==> run_1/layer_met1.png <==
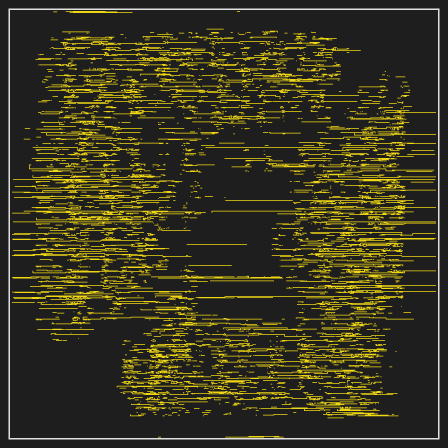
==> run_1/io_fan.png <==
Bar = 50 um.
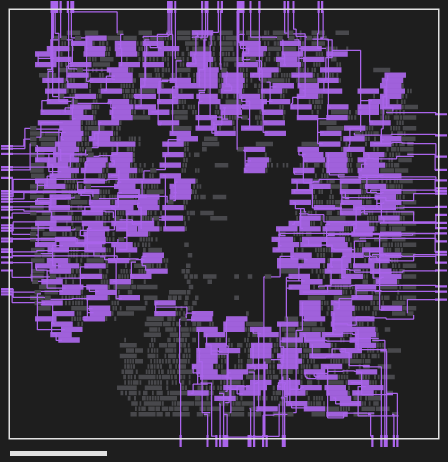
==> run_1/clk_routes.png <==
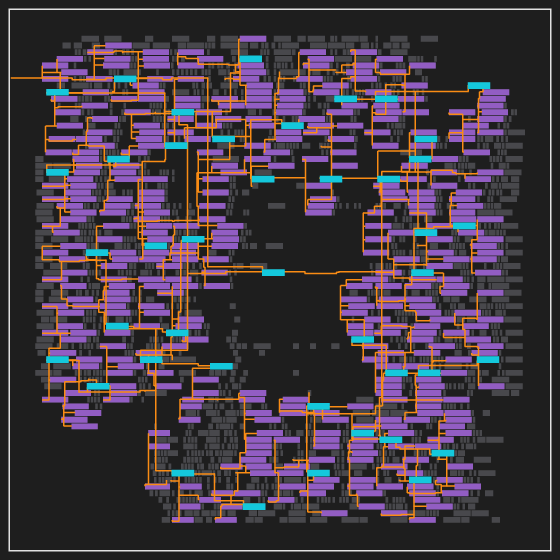
[config.mk]
export PLATFORM = sky130hd
export DESIGN_NAME = ofm_drain_flat
export DESIGN_NICKNAME = d
export VERILOG_FILES = /design/src/rtl/ofm_drain_if.sv /design/src/rtl/ofm_drain.sv /design/src/flat_wrapper.sv
export SDC_FILE = /design/constraint.sdc
export NUM_CORES = 1
export LEC_CHECK = 0
export ABC_AREA = 1
export CAP_MARGIN = 25
export CORE_MARGIN = 10
export CORE_UTILIZATION = 43
export CTS_BUF_LIST = sky130_fd_sc_hd__clkbuf_8 sky130_fd_sc_hd__clkbuf_16
export DETAILED_ROUTE_END_ITERATION = 6
export PLACE_DENSITY = 0.73
export SYNTH_ARGS = -nofsm -noshare
export SYNTH_HDL_FRONTEND = slang
export SYNTH_SLANG_ARGS = --single-unit
[constraint.sdc]
create_clock -name clk -period 3.5 [get_ports clk]
set_input_delay 0.525 -clock clk [delete_from_list [all_inputs] [get_ports clk]]
set_output_delay 0.525 -clock clk [all_outputs]
set_load 0.1 [all_outputs]
[src/rtl/ofm_drain_if.sv]
// ofm_drain_if -- bundle of the drain engine's array-side and stream-side signals.
//
// Ports (as seen from the master, i.e. the ofm_drain block):
//   start     in   one-cycle request to drain a finished tile
//   ofm       in   per-column result outputs of the array (WIDTH x OWIDTH)
//   en_o      out  per-column shift enable into the array
//   clr_o     out  per-column accumulator clear into the array
//   out_vld   out  out_data holds a valid row
//   out_rdy   in   downstream accepts the row
//   out_data  out  one deskewed result row, element w from column w
//   out_row   out  index of the row on out_data
//   out_last  out  row on out_data is the final row of the tile
//   busy      out  engine is not idle
interface ofm_drain_if #(
    parameter int HEIGHT = 4,
    parameter int WIDTH  = 4,
    parameter int OWIDTH = 24
);
    localparam int RW = (HEIGHT > 1) ? $clog2(HEIGHT) : 1;

    logic                           start;
    logic [WIDTH-1:0][OWIDTH-1:0]   ofm;
    logic [WIDTH-1:0]               en_o;
    logic [WIDTH-1:0]               clr_o;
    logic                           out_vld;
    logic                           out_rdy;
    logic [WIDTH-1:0][OWIDTH-1:0]   out_data;
    logic [RW-1:0]                  out_row;
    logic                           out_last;
    logic                           busy;

    modport master (
        input  start, ofm, out_rdy,
        output en_o, clr_o, out_vld, out_data, out_row, out_last, busy
    );

    modport slave (
        output start, ofm, out_rdy,
        input  en_o, clr_o, out_vld, out_data, out_row, out_last, busy
    );
endinterface

[src/rtl/ofm_drain.sv]
// ofm_drain -- drains a finished HEIGHT x WIDTH result tile out of a systolic
// array. Column w shifts its results out one cycle later than column w-1, so
// the engine issues skewed per-column enables, captures each column into a
// row-addressed buffer, clears each column's accumulators right after its
// last result, and finally streams the deskewed rows over a valid/ready port.
//
// Ports:
//   clk  in   single clock, rising edge
//   rst  in   asynchronous active-high reset
//   bus  ofm_drain_if.master (start, ofm, en_o, clr_o, out_vld, out_rdy,
//        out_data, out_row, out_last, busy)
module ofm_drain #(
    parameter int HEIGHT = 4,
    parameter int WIDTH  = 4,
    parameter int OWIDTH = 24
) (
    input  logic        clk,
    input  logic        rst,
    ofm_drain_if.master bus
);
    localparam int RW     = (HEIGHT > 1) ? $clog2(HEIGHT) : 1;
    localparam int TW     = $clog2(HEIGHT + WIDTH);
    localparam int T_LAST = HEIGHT + WIDTH - 1;

    typedef enum logic [1:0] {
        IDLE  = 2'd0,
        DRAIN = 2'd1,
        SEND  = 2'd2
    } state_t;

    state_t             r_state;
    logic [TW-1:0]      r_t;     // drain cycle counter, 0 .. HEIGHT+WIDTH-1
    logic [RW-1:0]      r_r;     // read row pointer during SEND
    logic [WIDTH-1:0]   r_en;
    logic [WIDTH-1:0]   r_clr;

    // Column w is enabled for HEIGHT cycles starting at t = w.
    function automatic logic [WIDTH-1:0] en_mask(input int t);
        logic [WIDTH-1:0] m;
        m = '0;
        for (int w = 0; w < WIDTH; w++) begin
            m[w] = (t >= w) && (t <= w + HEIGHT - 1);
        end
        return m;
    endfunction

    // Clear lands on the cycle right after a column's last enable, so it can
    // never overlap that column's enable.
    function automatic logic [WIDTH-1:0] clr_mask(input int t);
        logic [WIDTH-1:0] m;
        m = '0;
        for (int w = 0; w < WIDTH; w++) begin
            m[w] = (t == w + HEIGHT);
        end
        return m;
    endfunction

    // en_o/clr_o are registered: each transition loads the masks for the
    // value t will hold in the next cycle.
    always_ff @(posedge clk or posedge rst) begin
        if (rst) begin
            r_state <= IDLE;
            r_t     <= '0;
            r_r     <= '0;
            r_en    <= '0;
            r_clr   <= '0;
        end else begin
            case (r_state)
                IDLE: begin
                    if (bus.start) begin
                        r_state <= DRAIN;
                        r_t     <= '0;
                        r_en    <= en_mask(0);
                        r_clr   <= clr_mask(0);
                    end
                end
                DRAIN: begin
                    if (int'(r_t) == T_LAST) begin
                        r_state <= SEND;
                        r_r     <= '0;
                        r_en    <= '0;
                        r_clr   <= '0;
                    end else begin
                        r_t     <= r_t + 1'b1;
                        r_en    <= en_mask(int'(r_t) + 1);
                        r_clr   <= clr_mask(int'(r_t) + 1);
                    end
                end
                SEND: begin
                    if (bus.out_rdy) begin
                        if (int'(r_r) == HEIGHT - 1) begin
                            r_state <= IDLE;
                            r_r     <= '0;
                        end else begin
                            r_r     <= r_r + 1'b1;
                        end
                    end
                end
                default: begin
                    r_state <= IDLE;
                end
            endcase
        end
    end

    // Per-column result buffer. Column gi delivers its k-th result one cycle
    // after its k-th enable, i.e. at t = gi+1+k; that result belongs to row k.
    // The read is gated by SEND so stale buffer contents never leak out.
    for (genvar gi = 0; gi < WIDTH; gi++) begin : g_col
        logic [OWIDTH-1:0] r_col [HEIGHT];

        always_ff @(posedge clk) begin
            if (r_state == DRAIN && int'(r_t) >= gi + 1 && int'(r_t) <= gi + HEIGHT) begin
                r_col[RW'(int'(r_t) - gi - 1)] <= bus.ofm[gi];
            end
        end

        assign bus.out_data[gi] = (r_state == SEND) ? r_col[r_r] : '0;
    end

    assign bus.en_o     = r_en;
    assign bus.clr_o    = r_clr;
    assign bus.out_vld  = (r_state == SEND);
    assign bus.out_row  = r_r;
    assign bus.out_last = (r_state == SEND) && (int'(r_r) == HEIGHT - 1);
    assign bus.busy     = (r_state != IDLE);
endmodule

[src/flat_wrapper.sv]
// flat-port wrapper written by rule: the top's interface ports become plain ports
module ofm_drain_flat 
#(
    parameter int HEIGHT = 4,
    parameter int WIDTH  = 4,
    parameter int OWIDTH = 24
)
  (clk, rst, bus_start, bus_ofm, bus_out_rdy, bus_en_o, bus_clr_o, bus_out_vld, bus_out_data, bus_out_row, bus_out_last, bus_busy);
  ofm_drain_if #(.HEIGHT(HEIGHT), .WIDTH(WIDTH), .OWIDTH(OWIDTH)) bus_i ();
  input  logic clk;
  input  logic rst;
  input wire logic [$bits(bus_i.start)-1:0] bus_start;
  input wire logic [$bits(bus_i.ofm)-1:0] bus_ofm;
  input wire logic [$bits(bus_i.out_rdy)-1:0] bus_out_rdy;
  output wire logic [$bits(bus_i.en_o)-1:0] bus_en_o;
  output wire logic [$bits(bus_i.clr_o)-1:0] bus_clr_o;
  output wire logic [$bits(bus_i.out_vld)-1:0] bus_out_vld;
  output wire logic [$bits(bus_i.out_data)-1:0] bus_out_data;
  output wire logic [$bits(bus_i.out_row)-1:0] bus_out_row;
  output wire logic [$bits(bus_i.out_last)-1:0] bus_out_last;
  output wire logic [$bits(bus_i.busy)-1:0] bus_busy;
  assign bus_i.start = bus_start;
  assign bus_i.ofm = bus_ofm;
  assign bus_i.out_rdy = bus_out_rdy;
  assign bus_en_o = bus_i.en_o;
  assign bus_clr_o = bus_i.clr_o;
  assign bus_out_vld = bus_i.out_vld;
  assign bus_out_data = bus_i.out_data;
  assign bus_out_row = bus_i.out_row;
  assign bus_out_last = bus_i.out_last;
  assign bus_busy = bus_i.busy;
  ofm_drain #(.HEIGHT(HEIGHT), .WIDTH(WIDTH), .OWIDTH(OWIDTH)) u_core (.clk(clk), .rst(rst), .bus(bus_i));
endmodule
==> GITHUB_STEP_SUMMARY, run 1 <==
## Implementation flow summary

| Metric | Value |
|---|---|
| Outcome | completed |
| # Cells Yosys | 1,681 |
| Data arrival, critical path | 2.65 ns |
| Final Core Density | 0.5653 |
| Post-CTS Setup Bufs | 0 |
| Vias in the first global route | 11,430 |
| Clock transition at the registers of the reported paths | 0.06 ns |
| Overall global routing resource usage | 0.1668 |
| CTS buffer count | approximately 42 |
| Synthesis-to-finish area growth | 30.55% |
| PD cells | 738.9 nW/um^2 |
| Top cells by area, synth | edfxtp_1 (67%), nand2_1 (9.6%), nor2_1 (9.0%) |
| Setup CP Type | reg -> out |
| Largest Register | u_core.g_col.r_col |
| Setup crit start kind | flip-flop |
| Final Setup Violations | 0 |
| Met2 wire length | 20,110 um |
| Max-cap check violation count | 0 |
| Family with the most delay on the worst path | flip-flops |
| Asr flop ratio synth | 0.03759 |
| Setup TNS | 0 ns |
| Synth area leader | edfxtp_1 |
| DR DRC count | 0 |
| WL/cell | approximately 17 um |
| Critical Path End | bus_out_data[30] |
| Layer with the highest usage | met2 |
| Synth Seq Share | 0.6937 |
| Psw | 6497 uW |
| Initial DRT Pass Iterations | 5 |
| Avg Cell Area, Syn | 10.21 sq um |
| Post-synthesis net count | 1,801 |
| Most frequent CP cell | nor2_1 |
| Design Area, Final | 22,410 sq um |
| WL met3 | 2695 um |
| CTS tree | done |
| Pins Over Slew Limit | 0 |
| Most numerous cell in the Yosys netlist | nand2_1 |
| Chip area | 48,310 sq um |
| Tool warnings | 42 |
| Port Buf Inserts | 208 |
| First-pass GRT wire length | roughly 63,000 um |
| Boundary Pins | roughly 210 |
| Flop pwr share | 0.348 |
| Chip Height | 219.8 um |
| Critical Path End Type | output port |
| Xor/xnor cell area share of the yosys netlist | 0 |
| Main synth FF type | edfxtp_1 |
| Hold WS | 0.3332 ns |
| Relative slew margins | 0.3378 |
| Fin nets | between 2,000 and 2,500 |
| Row Count | 73 |
| Max-area cell share | 0.6718 |
| Pre-CTS setup slack | about 0.9 ns |
| Largest net degree at the start of global routing | 100 |
| Fin crit period | ~3.2 ns |
| Clock root cell | clkbuf_16 |
| Grt met3 use | 0.04155 |
| Hold WC Path Type | in -> async |
| Core box area | 39,640 sq um |
| Cell breakdown of the critical path | buf_4 > nor2_1 > nor2_1 > nand2_1 > a21oi_1 > buf_12 |
| 1st-iter DRT viols | 667 |
| Crit share post-route | 0.9059 |
| Synth warn | 0 |
| Layout cells sized above 1 | 0.1333 |
| Post-Synth Simple-Gate Area | 0.1879 |
| LEAKAGE | 0.008795 uW |
| Syn Std Cell Area | ~17,000 sq um |
| Peak supply drop | 637.8 uV |
| Number of enable flip-flop cells | around 380 |
| Placer Congestion | 0.8004 |
| Yosys reg bits | 399 |
| Top Layout Cells | nand2_1 (437), nor2_1 (394), edfxtp_1 (384) |
| Mux area share | 0 |
| Hold Violations, Final | 0 |
| Crit path DRT | 2.97 ns |
| Slowest stage cell, crit path | dfrtp_4 |
| DRT met1 WL | 16,890 um |
| Crit Reg-Reg Startpoint | u_core.r_t[1] |
| CP Max Fanout | 51 |
| FP Util | 0.4330 |
| Slack of the critical path | 0.3292 ns |
| Adder Area Share | 0.01458 |
| Crit path from | u_core.bus.out_row[0] |
| Reg-to-reg slack, setup | 0.87 ns |
| Hpwl dp | 26,120 um |
| Slowest stage delay, CP | 0.85 ns |
| Gr ovfl total | 0 |
| Int Power | 10,060 uW |
| Post-cts resize count | 0 |
| Critical Path Stages | 6 |
| Combinational Power Share | 0.394 |
| Net Sw Frac | 0.3924 |
| M2 GR Usage | 0.2836 |
| CTS HTree Levels | 2 |
| Die X | ~220 um |
| Synth Instances | between 1,500 and 2,000 |
| # placed instances | 2,368 |
| Main logic family after synthesis | simple AND/OR/NAND/NOR gates |
| Hold-fix buffer count after cts | 0 |
| Commonest cells post-synth | nand2_1 (437), nor2_1 (410), edfxtp_1 (384) |
| FF-to-FF End | u_core.g_col[0].r_col[3][2] |
| Most used logic cell in the final layout | nand2_1 |
| Cell Area, Placed | 21,060 sq um |
| Yosys Chip Area | 17,160 sq um |
| Via density | 4.720 |
| RSZ-0062 raised after global routing | false |
| Aoi share | 0.03207 |
| Max reg flops | roughly 380 |
| Post-DRT Antenna Nets | 0 |
-- layer_met1.png (at the start) --
main direction = horizontal
nets with wire on the layer = 1,847
wire length on this layer = 16,900 um
met1 Usage GRT: 0.2052
final WL: 40,480 um
DR vias: 11,550

-- io_fan.png (at the start) --
bus_ofm -> purple  # bits 96, direction input, edge 28 north, 27 west, 21 east, 20 south, end cells 384, wire 7,090 um

-- clk_routes.png (at the start) --
clock drivers -> cyan  # count 42
clock wires -> orange  # length 4,580 um
flip-flops -> purple  # count 399
routed clock nets = 43
flops lie = spread over the die
power in the clock group: 4280 uW
clock skew: 0.02337 ns
worst-skew pair later-pin latency: 0.56 ns

-- run 1: layout make-up --
cell class | count | area [sq um]
diodes | 3 | 7.507
clock buffers | 45 | 1126
clock inverters | 32 | 217.7
fillers | 3217 | 17230
inverters | 221 | 833.3
multi-input cells | 986 | 4254
flip-flops and latches | 399 | 11910
well taps | 525 | 656.9
repair buffers | 237 | 3398
-- run 1: power by group through the flow --
stage | clock, uW | combinational [uW] | sequential, uW
floorplan | 0 | 4120 | 6000
global placement | 0 | 6490 | 5840
detailed placement | 0 | 6570 | 5860
CTS | 4390 | 6590 | 5760
global route | 4580 | 6940 | 5790
finish | 4280 | 6530 | 5750
## Run 2: what changed since run 1
--- a/config.mk
+++ b/config.mk
@@ -6,12 +6,13 @@
 export NUM_CORES = 1
 export LEC_CHECK = 0
 export ABC_AREA = 1
+export ABC_CLOCK_PERIOD_IN_PS = 4000
 export CAP_MARGIN = 25
 export CORE_MARGIN = 10
 export CORE_UTILIZATION = 43
 export CTS_BUF_LIST = sky130_fd_sc_hd__clkbuf_8 sky130_fd_sc_hd__clkbuf_16
 export DETAILED_ROUTE_END_ITERATION = 6
-export PLACE_DENSITY = 0.73
+export PLACE_DENSITY = 0.69
 export SYNTH_ARGS = -nofsm -noshare
 export SYNTH_HDL_FRONTEND = slang
 export SYNTH_SLANG_ARGS = --single-unit
==> constraint.sdc (replaced) <==
create_clock -name clk -period 4 [get_ports clk]
set_input_delay 0.6 -clock clk [delete_from_list [all_inputs] [get_ports clk]]
set_output_delay 0.6 -clock clk [all_outputs]
set_load 0.1 [all_outputs]
==> run_2/flops_by_reg.png <==
Other sequential cells in the stronger gray, the rest of the logic in the fainter gray.
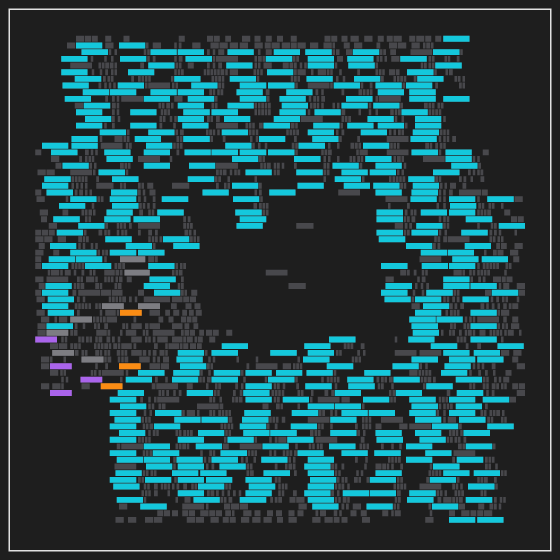
u_core.g_col.r_col -> cyan  # sequential cells 384, where spread over the die
u_core.bus.en_o -> purple  # sequential cells 4
u_core.r_t -> orange  # sequential cells 3
Final Core Density: 0.5264
Sequential Power: 5050 uW
Register Area: 11,910 sq um

==> run_2/congestion.png <==
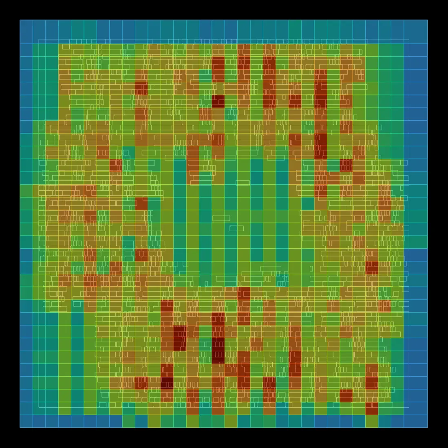
met1 Usage GRT: 0.1988
grt met3 use: 0.03579

==> GITHUB_STEP_SUMMARY, run 2 <==
## Implementation flow summary

| Metric | Value |
|---|---|
| Outcome | completed |
| Flop share of the area | 0.5710 (+0.03931) |
| Crit share post-route | 0.8392 |
| Combinational Power | 4790 uW (-27%) |
| Max-cap check violation count | 0 (unchanged) |
| FF-to-FF End | u_core.g_col[0].r_col[1][17] |
| Chip area | 48,310 sq um (unchanged) |
| Via density | 4.699 (-0.45%) |
| Combinational gate count | 986 (unchanged) |
| Hold Violations, Final | 0 (unchanged) |
| CTS tree | done |
| Slowest stage delay, CP | 0.92 ns (+0.07 ns) |
| Int Power | 7994 uW (-21%) |
| Largest net degree at the start of global routing | 90 (-10%) |
| Asr flop ratio synth | 0.03759 (unchanged) |
| Final WL | 39,920 um (-1.4%) |
| Top cells by area, synth | edfxtp_1 (67%), nand2_1 (9.6%), nor2_1 (9.0%) |
| Post-DRT Antenna Nets | 0 (unchanged) |
| Syn Std Cell Area | 17,160 sq um (unchanged) |
| DRT met1 WL | 16,940 um (+0.25%) |
| Post-cts resize count | 0 (unchanged) |
| Clock transition at the registers of the reported paths | 0.06 ns (about the same) |
| Net Sw Frac | 0.4053 (+0.01285) |
| PD cells | 644.2 nW/um^2 (-13%) |
| Combinational Power Share | 0.356 (-0.038) |
| WL/cell | 16.31 um (-1.4%) |
| Fin crit period | 3.357 ns |
| CTS buffer count | 43 (+2.4%) |
| Layer with the highest usage | met2 |
| M2 GR Usage | 0.2820 (-0.001636) |
| Worst-skew pair later-pin latency | 0.55 ns (about the same) |
| WL met3 | 2096 um (-22%) |
| # Cells Yosys | 1,681 (unchanged) |
| Pre-CTS setup slack | 1.208 ns (+0.3110 ns) |
| Gate Area | 4066 sq um (-4.4%) |
| Flop count | 399 (unchanged) |
| Power in the clock group | 3600 uW (-16%) |
| Most used logic cell in the final layout | nand2_1 |
| Placer Congestion | 0.8042 (+0.47%) |
| Clock root cell | clkbuf_16 |
| Synth warn | 0 (unchanged) |
| Flop pwr share | 0.376 (+0.028) |
| Fin nets | 2,009 (+0.10%) |
| Die X | 219.8 um (unchanged) |
| Commonest cells post-synth | nand2_1 (437), nor2_1 (410), edfxtp_1 (384) |
| 1st-iter DRT viols | 701 (+5.1%) |
| Max reg flops | 384 (unchanged) |
| Crit path from | u_core.bus.out_row[0] |
| Critical Path End Type | output port |
| Slowest stage cell, crit path | dfrtp_4 |
| Reg-to-reg slack, setup | 1.64 ns (+0.77 ns) |
| Signal buffers share of area | 0.1011 (-0.05055) |
| Vias in the first global route | 11,500 (+0.59%) |
| Setup CP Type | reg -> out |
| Synth Seq Share | 0.6937 (unchanged) |
| Post-CTS Setup Bufs | 0 (unchanged) |
| Port Buf Inserts | 208 (unchanged) |
| Hold WS | 0.4263 ns (+0.09301 ns) |
| Clock network area share | 0.06159 (+0.001616) |
| Setup TNS | 0 ns (unchanged) |
| First-pass GRT wire length | 61,650 um (-1.9%) |
| Max-area cell share | 0.6718 (unchanged) |
| Largest area class, layout | registers |
| Main synth FF type | edfxtp_1 |
| Chip Height | 219.8 um (unchanged) |
| Clock buffers | 45 (unchanged) |
| Overall global routing resource usage | 0.1631 (-0.003682) |
| Slack of the critical path | 0.6431 ns (+0.3139 ns) |
| Gr ovfl total | 0 (unchanged) |
| CTS HTree Levels | 2 (unchanged) |
| Crit Reg-Reg Startpoint | u_core.r_t[1] |
| Non-CTS inverters | 221 (unchanged) |
| DR vias | 11,500 (-0.45%) |
| LEAKAGE | 0.008494 uW (-3.4%) |
| Hold WC Path Type | in -> async |
| N_diodes | 0 (-3) |
| CP Max Fanout | 67 (+31%) |
| Tool warnings | 41 (-2.4%) |
| Hpwl dp | 24,540 um (-6.0%) |
| Most numerous cell in the Yosys netlist | nand2_1 |
| Crit path DRT | 3.40 ns (+0.43 ns) |
| Initial DRT Pass Iterations | 5 (unchanged) |
| Avg Cell Area, Syn | 10.21 sq um (unchanged) |
| Data arrival, critical path | 2.76 ns (+0.11 ns) |
| Top Layout Cells | nand2_1 (437), nor2_1 (394), edfxtp_1 (384) |
| Synth Instances | 1,681 (unchanged) |
| Clock skew | 0.01643 ns (-0.006939 ns) |
| Hold-fix buffer count after cts | 0 (unchanged) |
| Post-synthesis net count | 1,801 (unchanged) |
| Yosys reg bits | 399 (unchanged) |
| # placed instances | 2,369 (+0.042%) |
run 2: cell counts after synthesis:
Identical to the previous run, type by type.
run 2: cell families after synthesis:
group                      after synthesis  synth area share
AOI/OAI and AO/OA                      110           0.03207
adders and majority gates               20           0.01458
buffers and inverters                  296           0.07173
DFF                                    399            0.6937
and+or+nand+nor                        856            0.1879
run 2: worst min-delay path by stage:
stage                       startpoint                     to
finish                             rst  u_core.bus.out_row[0]
CTS                                rst  u_core.bus.out_row[1]
floorplan            u_core.r_state[1]      u_core.r_state[1]
detailed placement  u_core.bus.en_o[3]     u_core.bus.en_o[3]
global placement    u_core.bus.en_o[1]     u_core.bus.en_o[1]
global route                       rst  u_core.bus.out_row[1]
Power and IR drop assume default switching activity.
